## src/rtl/traffic_phase_scheduler_pkg.sv

```systemverilog
// Shared types and helpers for the highway / country-road phase scheduler.
package traffic_pkg;

   typedef enum logic [1:0] {
      RED    = 2'b00,
      YELLOW = 2'b01,
      GREEN  = 2'b10
   } light_t;

   typedef enum logic [2:0] {
      HG   = 3'd0,
      HY   = 3'd1,
      AR1  = 3'd2,
      CG   = 3'd3,
      CY   = 3'd4,
      AR2  = 3'd5,
      WALK = 3'd6
   } state_t;

   // Duration in cycles of the phase entered in state s.
   function automatic int unsigned phase_dur(input state_t s,
                                             input int unsigned min_hg,
                                             input int unsigned yel,
                                             input int unsigned allred,
                                             input int unsigned max_cg,
                                             input int unsigned walk_t);
      int unsigned d;
      case (s)
         HG:      d = min_hg;
         HY:      d = yel;
         AR1:     d = allred;
         CG:      d = max_cg;
         CY:      d = yel;
         AR2:     d = allred;
         WALK:    d = walk_t;
         default: d = min_hg;
      endcase
      return d;
   endfunction

   // Highway lamp colour shown in state s.
   function automatic light_t hwy_light(input state_t s);
      light_t l;
      case (s)
         HG:      l = GREEN;
         HY:      l = YELLOW;
         default: l = RED;
      endcase
      return l;
   endfunction

   // Country-road lamp colour shown in state s.
   function automatic light_t cntry_light(input state_t s);
      light_t l;
      case (s)
         CG:      l = GREEN;
         CY:      l = YELLOW;
         default: l = RED;
      endcase
      return l;
   endfunction

endpackage

```

## src/rtl/traffic_phase_scheduler_phase_timer.sv

```systemverilog
// Down-counting phase timer: loads on phase entry, saturates at zero.
module phase_timer #(
   parameter int unsigned CNT_W = 8
) (
   input  logic             clk,
   input  logic             load,
   input  logic [CNT_W-1:0] load_val,
   output logic             expired
);

   logic [CNT_W-1:0] count_q;
   logic [CNT_W-1:0] count_d;

   // Next count: reload on request, otherwise count down and hold at zero.
   always_comb begin
      count_d = count_q;
      if (load) begin
         count_d = load_val;
      end else if (count_q != {CNT_W{1'b0}}) begin
         count_d = count_q - CNT_W'(1'b1);
      end else begin
         count_d = {CNT_W{1'b0}};
      end
   end

   // Count register; the owner forces a load while its reset is asserted.
   always_ff @(posedge clk) begin
      count_q <= count_d;
   end

   assign expired = (count_q == {CNT_W{1'b0}});

endmodule

```

## src/rtl/traffic_phase_scheduler.sv

```systemverilog
// Intersection phase scheduler: highway green by default, services latched
// country-road car and pedestrian requests through yellow and all-red.
module traffic_phase_scheduler
   import traffic_pkg::*;
#(
   parameter int unsigned CNT_W  = 8,
   parameter int unsigned MIN_HG = 8,
   parameter int unsigned YEL    = 3,
   parameter int unsigned ALLRED = 1,
   parameter int unsigned MAX_CG = 6,
   parameter int unsigned WALK_T = 4
) (
   input  logic       clk,
   input  logic       reset_n,
   input  logic       car_sensor,
   input  logic       ped_req,
   output logic [1:0] hwy_signal,
   output logic [1:0] cntry_road_signal,
   output logic       walk,
   output logic       ped_pending,
   output logic [2:0] state_out,
   output logic [2:0] next_state_out
);

   state_t           state_q, state_d;
   logic             car_pending_q, car_pending_d;
   logic             ped_pending_q, ped_pending_d;
   light_t           hwy_q, hwy_d;
   light_t           cntry_q, cntry_d;
   logic             walk_q, walk_d;
   logic             expired_s;
   logic             load_s;
   state_t           dur_state_s;
   logic [CNT_W-1:0] load_val_s;

   // Phase transitions; unused encodings fall back to highway green.
   always_comb begin
      state_d = state_q;
      case (state_q)
         HG: begin
            if (expired_s && (car_pending_q || ped_pending_q)) state_d = HY;
            else                                               state_d = HG;
         end
         HY: begin
            if (expired_s) state_d = AR1;
            else           state_d = HY;
         end
         AR1: begin
            if (!expired_s)         state_d = AR1;
            else if (car_pending_q) state_d = CG;
            else if (ped_pending_q) state_d = WALK;
            else                    state_d = HG;
         end
         CG: begin
            if (expired_s || !car_sensor) state_d = CY;
            else                          state_d = CG;
         end
         CY: begin
            if (expired_s) state_d = AR2;
            else           state_d = CY;
         end
         AR2: begin
            if (!expired_s)         state_d = AR2;
            else if (ped_pending_q) state_d = WALK;
            else                    state_d = HG;
         end
         WALK: begin
            if (expired_s) state_d = HG;
            else           state_d = WALK;
         end
         default: state_d = HG;
      endcase
   end

   // Request latches: clearing on entry to the serving phase wins over a new request.
   always_comb begin
      car_pending_d = car_pending_q;
      ped_pending_d = ped_pending_q;
      if ((state_d == CG) && (state_q != CG)) begin
         car_pending_d = 1'b0;
      end else if (car_sensor && (state_q != CG)) begin
         car_pending_d = 1'b1;
      end else begin
         car_pending_d = car_pending_q;
      end
      if ((state_d == WALK) && (state_q != WALK)) begin
         ped_pending_d = 1'b0;
      end else if (ped_req && (state_q != WALK)) begin
         ped_pending_d = 1'b1;
      end else begin
         ped_pending_d = ped_pending_q;
      end
   end

   // Lamp decode of the upcoming state so the lamps are registered alongside it.
   always_comb begin
      hwy_d   = hwy_light(state_d);
      cntry_d = cntry_light(state_d);
      walk_d  = (state_d == WALK);
   end

   // Timer reload on every phase change, and to the highway-green length on reset.
   always_comb begin
      dur_state_s = state_d;
      if (!reset_n) begin
         dur_state_s = HG;
         load_s      = 1'b1;
      end else begin
         dur_state_s = state_d;
         load_s      = (state_d != state_q);
      end
      load_val_s = CNT_W'(phase_dur(dur_state_s, MIN_HG, YEL, ALLRED, MAX_CG, WALK_T) - 32'd1);
   end

   phase_timer #(
      .CNT_W (CNT_W)
   ) u_phase_timer (
      .clk      (clk),
      .load     (load_s),
      .load_val (load_val_s),
      .expired  (expired_s)
   );

   // State, request latches and lamp registers; reset goes straight to highway green.
   always_ff @(posedge clk) begin
      if (!reset_n) begin
         state_q       <= HG;
         car_pending_q <= 1'b0;
         ped_pending_q <= 1'b0;
         hwy_q         <= GREEN;
         cntry_q       <= RED;
         walk_q        <= 1'b0;
      end else begin
         state_q       <= state_d;
         car_pending_q <= car_pending_d;
         ped_pending_q <= ped_pending_d;
         hwy_q         <= hwy_d;
         cntry_q       <= cntry_d;
         walk_q        <= walk_d;
      end
   end

   assign hwy_signal        = hwy_q;
   assign cntry_road_signal = cntry_q;
   assign walk              = walk_q;
   assign ped_pending       = ped_pending_q;
   assign state_out         = state_q;
   assign next_state_out    = state_d;

endmodule

```

## config.mk

```make
export PLATFORM = sky130hd
export DESIGN_NAME = traffic_phase_scheduler
export DESIGN_NICKNAME = d
export VERILOG_FILES = /design/src/rtl/traffic_phase_scheduler_pkg.sv /design/src/rtl/traffic_phase_scheduler_phase_timer.sv /design/src/rtl/traffic_phase_scheduler.sv
export SDC_FILE = /design/constraint.sdc
export NUM_CORES = 1
export LEC_CHECK = 0
export CORE_MARGIN = 1
export CORE_UTILIZATION = 27
export DETAILED_ROUTE_END_ITERATION = 10
export PLACE_DENSITY = 0.45
export SLEW_MARGIN = 20
export SYNTH_ARGS = -nofsm -noshare
export SYNTH_HDL_FRONTEND = slang
export SYNTH_SLANG_ARGS = --single-unit
```

## constraint.sdc

```tcl
create_clock -name clk -period 2.7 [get_ports clk]
set_input_delay 0.405 -clock clk [delete_from_list [all_inputs] [get_ports clk]]
set_output_delay 0.405 -clock clk [all_outputs]
set_load 0.02 [all_outputs]
```

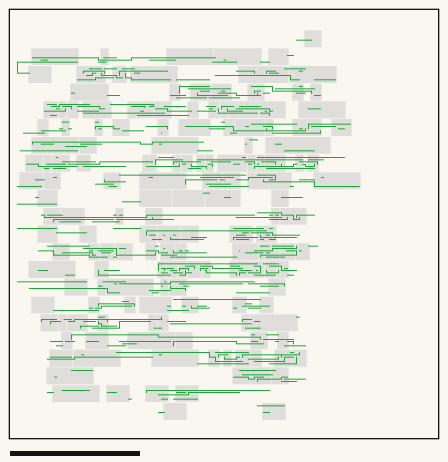
Fig. 1. The metal 1 layer.
The bar under the picture is 20 µm long. Cells faint in the background.
157 nets have wire on it. The layer carries 1390 µm of wire.
Post-Route WL: 2933 µm
Vias: 1046
GRT met1 Usage: 18.43%

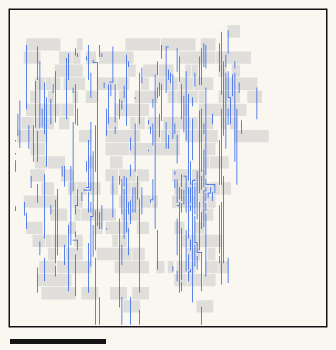
Fig. 2. Met2 routing.
The bar under the picture is 20 µm long. Cells faint in the background.
The layer carries 1380 µm of wire. The wires run mostly vertical. The longest straight run is 33.8 µm. The layer holds 47% of the routed length.

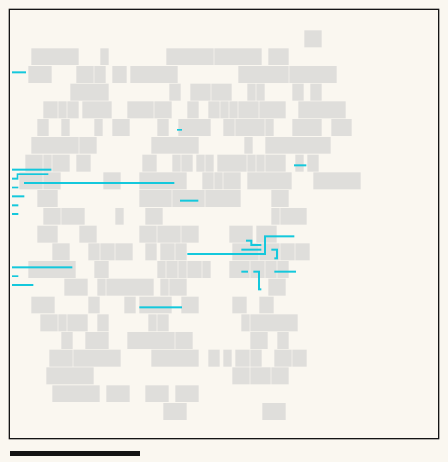
Fig. 3. Metal 3.
The bar under the picture is 20 µm long. Cells faint in the background.
The layer holds 3.3% of the routed length. The wires run mostly horizontal. The longest straight run is 22.8 µm. The layer carries 97.2 µm of wire.
M3 GR Usage: 3.125%

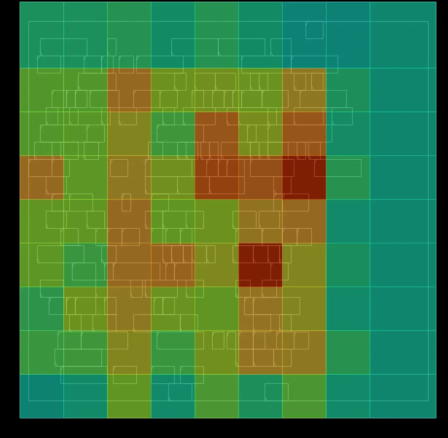
Fig. 4. Congestion heat map.
DR WL/cell: 14.10 µm
fin util: 38.82%
met2 Use GR: 25.38%
GRT busiest layer: met2

-- state kept, by name, summed over array words and instances, names as in the netlist --
name,flops
ped_pending,1
hwy_signal,2
u_phase_timer.count_q,8
car_pending_q,1
walk,1
state_out,3
cntry_road_signal,2
-- placed cells by master (no fill, tap or decap), types with 2 or more instances in the layout --
cell             netlist  final
clkbuf_8               0      4
o21bai_1               2      2
nand2_1               11     11
ha_1                   4      3
inv_1                 11     11
a21o_1                 2      2
dfxtp_1               18     18
nor2_1                 7      7
a21oi_1               13     13
a31oi_1                3      3
nor2b_1                2      2
buf_4                  0     16
clkdlybuf4s50_1        0     12
dlygate4sd2_1          0      2
nor3_1                 6      6
nand2b_1               4      4
o31ai_1                2      2
o21ai_0                4      3
nand3_1                3      3
xor2_1                 5      4
==> impl_metrics.env <==
# yosys + openroad results
export IMPL_outcome="complete, no violations"
export IMPL_ys_sh_mux_pct=0
export IMPL_vdd_ir_drop_max_mv=0.1723
export IMPL_syn_area_per_cell_um2=8.348
export IMPL_gr_total_overflow=0
export IMPL_power_uw=602.9
export IMPL_r2r_slack_ns=0.19
export IMPL_inv_count=11
export IMPL_top_cells_by_count="dfxtp_1 (18), a21oi_1 (13), inv_1 (11), nand2_1 (11), nor2_1 (7)"
export IMPL_critPathKind="reg -> out"
export IMPL_synth_seq_share_pct=32.95
export IMPL_htree_levels=1
export IMPL_critPathCaptureType="primary output"
export IMPL_critical_path_top_delay_family="buffers and inverters"
export IMPL_wl_met2_um=1381
export IMPL_worstSetupEndpoint="next_state_out[2]"
export IMPL_design_seq_count=18
export IMPL_drive_gt1_share_pct=21.88
export IMPL_logic_gates=96
export IMPL_taps=48
export IMPL_warnings=28
export IMPL_synth_area_um2=1094
export IMPL_layout_setup_ws_ns=0.1551
export IMPL_top_logic_kind="simple AND/OR/NAND/NOR gates"
export IMPL_hp_class="reg -> reg"
export IMPL_worstReg2RegStart="u_phase_timer.count_q[3]"
export IMPL_grt_antenna_before_repair=0
export IMPL_yosys_top_cells_area="dfxtp_1 (33%), a21oi_1 (5.9%), ha_1 (4.6%)"
export IMPL_min_delay_start="u_phase_timer.count_q[6]"
export IMPL_seq_power_uw=291
export IMPL_gp_congestion=0.7727
export IMPL_simple_gate_area_share_pct=25.29
export IMPL_max_slew_margin_pct=72.65
export IMPL_pre_cts_ws_ns=0.01723
export IMPL_rows=22
export IMPL_mi_logic_area_um2=684.4
export IMPL_hold_ws_ns=0.5674
export IMPL_firstDrtPassIters=4
export IMPL_largest_area_cell="dfxtp_1"
export IMPL_power_switching_uw=154.0
export IMPL_seq_cell_share_pct=24.62
export IMPL_fp_nets=139
export IMPL_synthArstFlopShare_pct=0
export IMPL_postCtsHoldBufs=0
export IMPL_largestClassByArea="multi-input combinational cells"
export IMPL_hpwl_um=2185
export IMPL_grt_pass1_wl_um=4926
export IMPL_finalSetupViolCount=0
export IMPL_post_cts_setup_buffer_count=0
export IMPL_finalHoldViolations=0
export IMPL_compound_area_share_pct=25.06
export IMPL_fp_dieW_um=65.64
export IMPL_synth_chip_area_um2=1094
export IMPL_placed_cell_area_um2=1355
export IMPL_clkCellAreaFrac_pct=3.761
export IMPL_fmax_mhz=392.9
export IMPL_synth_main_ff_cell="dfxtp_1"
export IMPL_ff2ff_path_depth=10
export IMPL_comb_power_share_pct=14.2
export IMPL_core_um2=3771
export IMPL_area_growth_syn_to_layout_pct=33.87
export IMPL_cts_buffer_depth=2
export IMPL_avgViaCountPerCell=5.029
export IMPL_ys_ff=18
export IMPL_rr_endpoint="u_phase_timer.count_q[2]"
export IMPL_clock_buffers=4
export IMPL_synth_top_cell_by_count="dfxtp_1"
export IMPL_layoutNonFillerInstCount=208
export IMPL_wl_met1_um=1389
export IMPL_cts_tree="done"
export IMPL_pwr_share_clk_pct=37.5
export IMPL_crit_chain="inv_1 -> ha_2 -> or3b_4 -> o2111ai_1 -> o221a_2 -> buf_4 -> dlygate4sd2_1"
export IMPL_final_area_um2=1464
export IMPL_port_buffers=15
export IMPL_p_clk_uw=226
